<file path="src/rtl/speck_pkg.sv">
// Shared definitions for the bit-serial SPECK round datapaths: state encoding,
// default rotation amounts per word width, and word rotate helpers.
package speck_pkg;

    typedef enum logic [1:0] {
        IDLE = 2'd0,
        SUB  = 2'd1,
        FIN  = 2'd2
    } state_t;

    localparam int ALPHA_N16  = 7;
    localparam int BETA_N16   = 2;
    localparam int ALPHA_WIDE = 8;
    localparam int BETA_WIDE  = 3;

    function automatic int default_alpha(input int n);
        return (n == 16) ? ALPHA_N16 : ALPHA_WIDE;
    endfunction

    function automatic int default_beta(input int n);
        return (n == 16) ? BETA_N16 : BETA_WIDE;
    endfunction

    // Rotations work on a 64-bit carrier; only the low n bits are meaningful.
    function automatic logic [63:0] width_mask(input int unsigned n);
        return (n >= 64) ? '1 : ((64'd1 << n) - 64'd1);
    endfunction

    function automatic logic [63:0] rotl(input logic [63:0] v, input int unsigned r,
                                         input int unsigned n);
        logic [63:0] vm;
        vm = v & width_mask(n);
        return ((vm << r) | (vm >> (n - r))) & width_mask(n);
    endfunction

    function automatic logic [63:0] rotr(input logic [63:0] v, input int unsigned r,
                                         input int unsigned n);
        logic [63:0] vm;
        vm = v & width_mask(n);
        return ((vm >> r) | (vm << (n - r))) & width_mask(n);
    endfunction

endpackage

</file>
<file path="src/rtl/speck_full_sub.sv">
// One-bit full subtractor (a - b - bin), borrow built from AND terms and
// inversions so it mirrors the structure of the encrypt-side adder cell.
module speck_full_sub (
    input  logic a,
    input  logic b,
    input  logic bin,
    output logic diff,
    output logic bout
);

    logic t_nab;
    logic t_nabin;
    logic t_bbin;

    assign t_nab   = ~a & b;
    assign t_nabin = ~a & bin;
    assign t_bbin  = b & bin;

    assign diff = a ^ b ^ bin;
    assign bout = ~(~t_nab & ~t_nabin & ~t_bbin);

endmodule

</file>
<file path="src/rtl/speck_inv_round_serial.sv">
// Bit-serial SPECK inverse round: subtracts LSB first, one bit per clock.
// Define SPECK_BORROW_FLAG_EN to expose the final borrow as borrow_flag.
module speck_inv_round_serial
    import speck_pkg::*;
#(
    parameter int WORD_W = 16,
    parameter int ALPHA  = default_alpha(WORD_W),
    parameter int BETA   = default_beta(WORD_W)
) (
    input  logic              clk,
    input  logic              rst,
    input  logic              start,
    input  logic [WORD_W-1:0] x_in,
    input  logic [WORD_W-1:0] y_in,
    input  logic [WORD_W-1:0] k_in,
    output logic              busy,
    output logic              done,
    output logic [WORD_W-1:0] x_out,
    output logic [WORD_W-1:0] y_out
`ifdef SPECK_BORROW_FLAG_EN
    ,
    output logic              borrow_flag
`endif
);

    localparam int CNT_W = $clog2(WORD_W);
    localparam logic [CNT_W-1:0] CNT_LAST = CNT_W'(WORD_W - 1);

    state_t            state_reg;
    state_t            state_next;
    logic [CNT_W-1:0]  cnt_reg;
    logic [WORD_W-1:0] a_reg;
    logic [WORD_W-1:0] b_reg;
    logic              borrow_reg;
    logic              diff_bit;
    logic              bout_bit;
    logic [WORD_W-1:0] y_rot;

    speck_full_sub u_sub (
        .a    (a_reg[0]),
        .b    (b_reg[0]),
        .bin  (borrow_reg),
        .diff (diff_bit),
        .bout (bout_bit)
    );

    assign y_rot = WORD_W'(rotr(64'(x_in ^ y_in), BETA, WORD_W));
    assign busy  = (state_reg != IDLE);

    always_comb begin
        state_next = state_reg;
        case (state_reg)
            IDLE:    if (start) state_next = SUB;
            SUB:     if (cnt_reg == CNT_LAST) state_next = FIN;
            FIN:     state_next = IDLE;
            default: state_next = IDLE;
        endcase
    end

    always_ff @(posedge clk or posedge rst) begin
        if (rst) begin
            state_reg  <= IDLE;
            cnt_reg    <= '0;
            a_reg      <= '0;
            b_reg      <= '0;
            borrow_reg <= 1'b0;
            done       <= 1'b0;
            x_out      <= '0;
            y_out      <= '0;
`ifdef SPECK_BORROW_FLAG_EN
            borrow_flag <= 1'b0;
`endif
        end else begin
            state_reg <= state_next;
            done      <= 1'b0;
            case (state_reg)
                IDLE: begin
                    if (start) begin
                        a_reg      <= x_in ^ k_in;
                        b_reg      <= y_rot;
                        y_out      <= y_rot;
                        borrow_reg <= 1'b0;
                        cnt_reg    <= '0;
                    end
                end
                SUB: begin
                    // A doubles as the result register: difference bits enter at the top.
                    a_reg      <= {diff_bit, a_reg[WORD_W-1:1]};
                    b_reg      <= {1'b0, b_reg[WORD_W-1:1]};
                    borrow_reg <= bout_bit;
                    cnt_reg    <= cnt_reg + CNT_W'(1);
                end
                FIN: begin
                    x_out <= WORD_W'(rotl(64'(a_reg), ALPHA, WORD_W));
                    done  <= 1'b1;
`ifdef SPECK_BORROW_FLAG_EN
                    borrow_flag <= borrow_reg;
`else
                    // Final borrow is the mod 2^n wrap and is simply dropped.
`endif
                end
                default: ;
            endcase
        end
    end

endmodule
</file>
<file path="config.mk">
export PLATFORM = sky130hd
export DESIGN_NAME = speck_inv_round_serial
export DESIGN_NICKNAME = d
export VERILOG_FILES = /design/src/rtl/speck_pkg.sv /design/src/rtl/speck_full_sub.sv /design/src/rtl/speck_inv_round_serial.sv
export SDC_FILE = /design/constraint.sdc
export NUM_CORES = 1
export LEC_CHECK = 0
export ABC_AREA = 1
export CORE_AREA = 2 2 89 91
export DETAILED_ROUTE_END_ITERATION = 12
export DIE_AREA = 0 0 91 93
export PLACE_DENSITY = 0.74
export SYNTH_ARGS = -nofsm -noshare
export SYNTH_HDL_FRONTEND = slang
export SYNTH_SLANG_ARGS = --single-unit
</file>
<file path="constraint.sdc">
create_clock -name clk -period 2 [get_ports clk]
set_input_delay 0.3 -clock clk [delete_from_list [all_inputs] [get_ports clk]]
set_output_delay 0.3 -clock clk [all_outputs]
set_load 0.02 [all_outputs]
</file>
Fig. 1: run 1, placed cells, one colour a class
The bar under the picture is 20 um long.
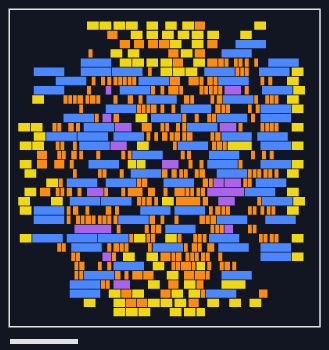
[clock drivers and dummy loads] purple | cells: 16
[other buffers and delay cells] yellow | cells: 90
[flip-flops] blue | cells: 72
[all other logic] orange | cells: 283

Fig. 2: run 1, gate-type map
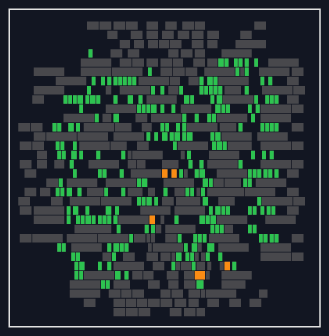
[NAND gates] green | cells: 224
[inverting AOI/OAI gates] orange | cells: 5

Fig. 3: run 1, metal 2
Cells faint in the background.
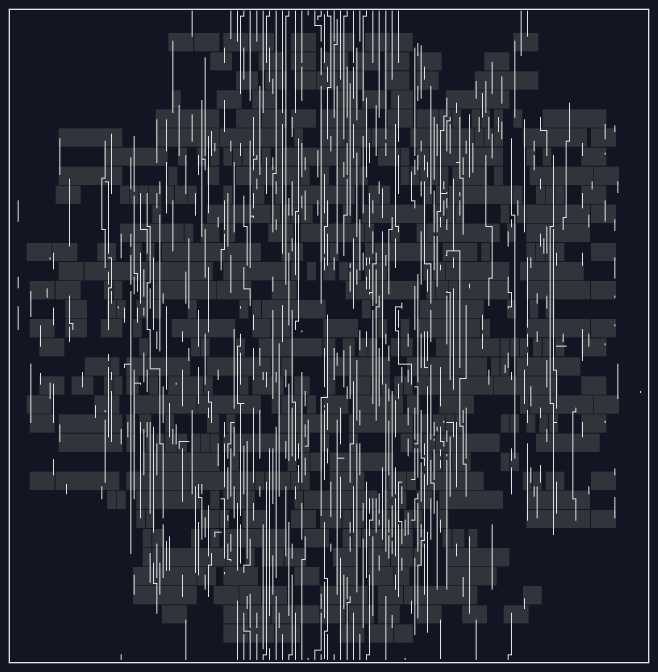
nets with wire on the layer: 423
share of all routed wire: 51%
wire length on this layer: 3670 um

==> flow_summary.json, run 1 <==
{
  "wl_met2_um": 3670,
  "common_cells": "188 x nand2_1, 72 x dfrtp_1, 34 x nand3_1",
  "final_area_mm2": 0.00437,
  "layout-area-overhead-vs-synth_pct": 37.7,
  "async_reset_ff_frac": 1.00,
  "area.sequential_mm2": 0.00180,
  "finalClockSkew_ns": 0.00744,
  "seq_share": 0.412,
  "setup_viol": 0,
  "status": "completed",
  "max_stage_delay_ns": 0.53,
  "switching_share": 0.373,
  "cts_setup_buffers": 0,
  "num_vias": 2642,
  "hpwlAfterDp_um": 5370,
  "post_cts_resized": 0,
  "edf_count": 0,
  "cts_tree": "done",
  "rr_startpoint": "state_reg[0]",
  "yosys.area_share.xor_xnor": 0.0856,
  "crit_chain": "nor2_1, inv_1, clkdlybuf4s50_1",
  "aoi_share": 0.00907,
  "buffers": 90,
  "pin_count": 85,
  "wl_met1_um": 3180,
  "synthTopCellsByArea": "dfrtp_1 57%, nand2_1 22%, xor2_1 8.6%, nand3_1 5.4%, inv_1 1.7%",
  "intPower_mw": 3.86,
  "drc_errors": 0,
  "syn_nets": 420,
  "grt_max_degree": 38,
  "layout.nonclk_buf_frac": 0.209,
  "final_layout_size_suffix_gt1_frac": 0.0607,
  "place_area_mm2": 0.00415,
  "tap_cells": 102,
  "power_frac_seq": 0.397,
  "die_h_um": 93,
  "ys_sh_mux": 0,
  "tightestPinTransition_ns": 0.520,
  "grt_pass1_wl_um": 12300,
  "p_comb_mw": 2.46,
  "routedWlPerCell_um": 12.9,
  "p_leak_nw": 2.17,
  "coreArea_mm2": 0.00753,
  "initCoreUtil": 0.422,
  "clock_buffers": 9,
  "maxPowerGroup": "combinational cells",
  "flops": 72,
  "drt_pass1_iterations": 4,
  "antenna_cells": 0,
  "timing.critical_path.from_type": "register",
  "yosys_cells": 367,
  "topCombFamilyByArea": "simple AND/OR/NAND/NOR gates",
  "power_frac_comb": 0.399,
  "powerDensity_mw_per_mm2": 1410,
  "cp_max_fo": 5,
  "comb_cells": 268,
  "crit_family": "buffers and inverters",
  "fin_crit_ns": 1.84,
  "cts-htree-levels": 3,
  "post-route-util": 0.580,
  "place_ws_ns": 0.368,
  "dominant_cells": "registers",
  "viasPerCell": 4.69,
  "grtUsageMet1": 0.242,
  "lay_top_cells": "188 x nand2_1, 84 x clkdlybuf4s50_1, 72 x dfrtp_1",
  "worstSkewPairLatency_ns": 0.34,
  "slew_violations": 0,
  "layout.area.comb_mm2": 0.00125,
  "fp-row-count": 32,
  "ys_types": 16,
  "cp_num_buf_inv": 2,
  "grtUsageMet3": 0.0322,
  "place_congestion": 0.804,
  "worst_path_max_delay_cell": "clkdlybuf4s50_1",
  "io_buffers": 84,
  "grtUsageTotal": 0.182
}
Fig. 4: run 1, clock distribution
The bar under the picture is 20 um long.
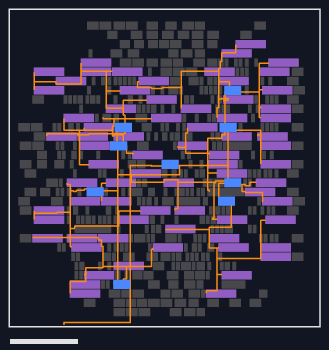

## Run 2: what changed since run 1
Settings changed: CORE_AREA 2 2 89 91 to 2 2 95 97, DIE_AREA 0 0 91 93 to 0 0 97 99, PLACE_DENSITY 0.74 to 0.66, SLEW_MARGIN set to 0.
Clock period 2 ns to 1.5 ns, I/O delays scaled along.
Fig. 5: run 2, clock distribution
The bar under the picture is 20 um long.
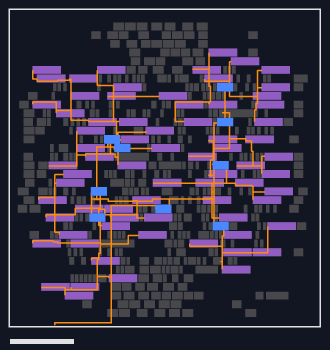
[clock wires] orange | length: 816 um
[flip-flops] purple | count: 72
[cells driving clock nets] blue | count: 9
routed clock nets: 10

==> run 2 against run 1 <==
Effect of this change: sequential share of layout area is 0.28 points lower; register-to-register slack worse by 0.45 ns; critical path type unchanged; final area is 0.69% higher; largest cell class unchanged.
==> flow_summary.json, run 2 <==
{
  "num_vias": 2623,
  "yosys.area_share.xor_xnor": 0.0856,
  "worstPathRequired_ns": 1.27,
  "die_x_um": 97,
  "place_area_mm2": 0.00419,
  "clock_buffers": 10,
  "common_cells": "188 x nand2_1, 72 x dfrtp_1, 34 x nand3_1",
  "seq_share": 0.410,
  "async_reset_ff_frac": 1.00,
  "cts_hold_buffers": 0,
  "ys_sh_simple": 0.288,
  "yosys_cells": 367,
  "synthTopCellsByArea": "dfrtp_1 57%, nand2_1 22%, xor2_1 8.6%, nand3_1 5.4%, inv_1 1.7%",
  "grt_pass1_vias": 2533,
  "ys_types": 16,
  "grt_busiest_layer": "met2",
  "rr_startpoint": "state_reg[1]",
  "intPower_mw": 5.13,
  "placed_cells": 558,
  "r2r-end": "a_reg[13]",
  "drt_pass1_iterations": 4,
  "crit_family": "flip-flops",
  "powerDensity_mw_per_mm2": 1840,
  "pg_clk_mw": 1.79,
  "comb-cell-share": 0.284,
  "syn-instance-count": 367,
  "cp_max_fo": 2,
  "grt_pass1_wl_um": 12000,
  "worst_path_max_delay_cell": "dfrtp_1",
  "coreArea_mm2": 0.00855,
  "cts_tree": "done",
  "final_layout_size_suffix_gt1_frac": 0.0708,
  "status": "completed",
  "finalCritPeriodShare": 0.975,
  "cts_root_buf": "clkbuf_8",
  "final_area_mm2": 0.00440,
  "hold_ws_ns": 0.349,
  "io_buffers": 84,
  "setup_viol": 0,
  "ys_sh_mux": 0,
  "synth_seq_share": 0.568,
  "hold_viol_final": 0,
  "hold_class": "primary input to asynchronous set/reset pin",
  "place_ws_ns": 0.121,
  "layout.area.comb_mm2": 0.00125,
  "grt_overflow": 0,
  "yosysTopAreaCell": "dfrtp_1",
  "cts-htree-levels": 3,
  "max_stage_delay_ns": 0.41,
  "synth_top_area_share": 0.568,
  "p_leak_nw": 2.34,
  "drt_iter0_markers": 65,
  "crit_chain": "nor2_2, inv_1, dlygate4sd2_1",
  "avgSynthCellArea_um2": 8.65,
  "maxPowerGroup": "registers",
  "finalClockSkew_ns": 0.00872,
  "grtUsageMet1": 0.208,
  "switching_share": 0.367,
  "met2_usage": 0.252,
  "fillCellCount": 807,
  "worstSkewPairLatency_ns": 0.33,
  "slew_violations": 0,
  "path_clk_slew_ns": 0.08,
  "cts_buffer_depth": 2,
  "layout_top_cell": "nand2_1",
  "p_seq_mw": 3.23,
  "cts_setup_buffers": 0,
  "tap_cells": 108,
  "comb_cells": 268,
  "drc_errors": 0,
  "ys_sh_adder": 0.0103,
  "place_congestion": 0.786,
  "tightestPinTransition_ns": 0.437,
  "cts_num_sinks": 72,
  "layout.nonclk_buf_frac": 0.209,
  "total_power_mw": 8.10,
  "power_frac_seq": 0.398,
  "grtUsageMet3": 0.0262,
  "ys_area_mm2": 0.00317,
  "cp_num_buf_inv": 2,
  "arrival_ns": 1.24,
  "postSynth.topFlopCell": "dfrtp_1",
  "antenna_found_initial": 0,
  "timing.critical_path.from_type": "register",
  "fp-row-count": 34,
  "power_frac_comb": 0.380,
  "end_kind": "primary output",
  "wl_met2_um": 3440,
  "layout-area-overhead-vs-synth_pct": 38.6,
  "topCombFamilyByArea": "simple AND/OR/NAND/NOR gates",
  "routedWlPerCell_um": 12.4,
  "p_comb_mw": 3.08,
  "crit_path_end": "busy",
  "initCoreUtil": 0.371,
  "edf_count": 0,
  "post-route-util": 0.514,
  "maxSlewHeadroom": 0.708,
  "routed.top_layer": "met4",
  "dominant_cells": "registers",
  "clkPwrFrac": 0.221,
  "fin_crit_ns": 1.46,
  "warnings": 26,
  "post_cts_resized": 34,
  "flops": 72,
  "buffers": 96,
  "wl_met1_um": 3260,
  "lay_top_cells": "188 x nand2_1, 72 x dfrtp_1, 50 x clkdlybuf4s50_1",
  "fmax_mhz": 683,
  "antenna_cells": 0,
  "grtUsageTotal": 0.154,
  "grt_max_degree": 73,
  "pin_count": 85,
  "hpwlAfterDp_um": 5200,
  "syn_nets": 420,
  "die_h_um": 99,
  "area.sequential_mm2": 0.00180,
  "viasPerCell": 4.57,
  "aoi_share": 0.00907,
  "setup_slack_ns": 0.0369
}
Fig. 6: run 2, placed cells, one colour a class
The bar under the picture is 20 um long.
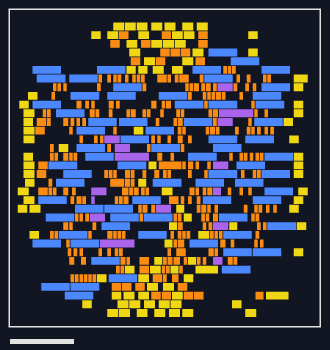
[flip-flops] blue | cells: 72
[clock drivers and dummy loads] purple | cells: 15
[all other logic] orange | cells: 283
[other buffers and delay cells] yellow | cells: 96

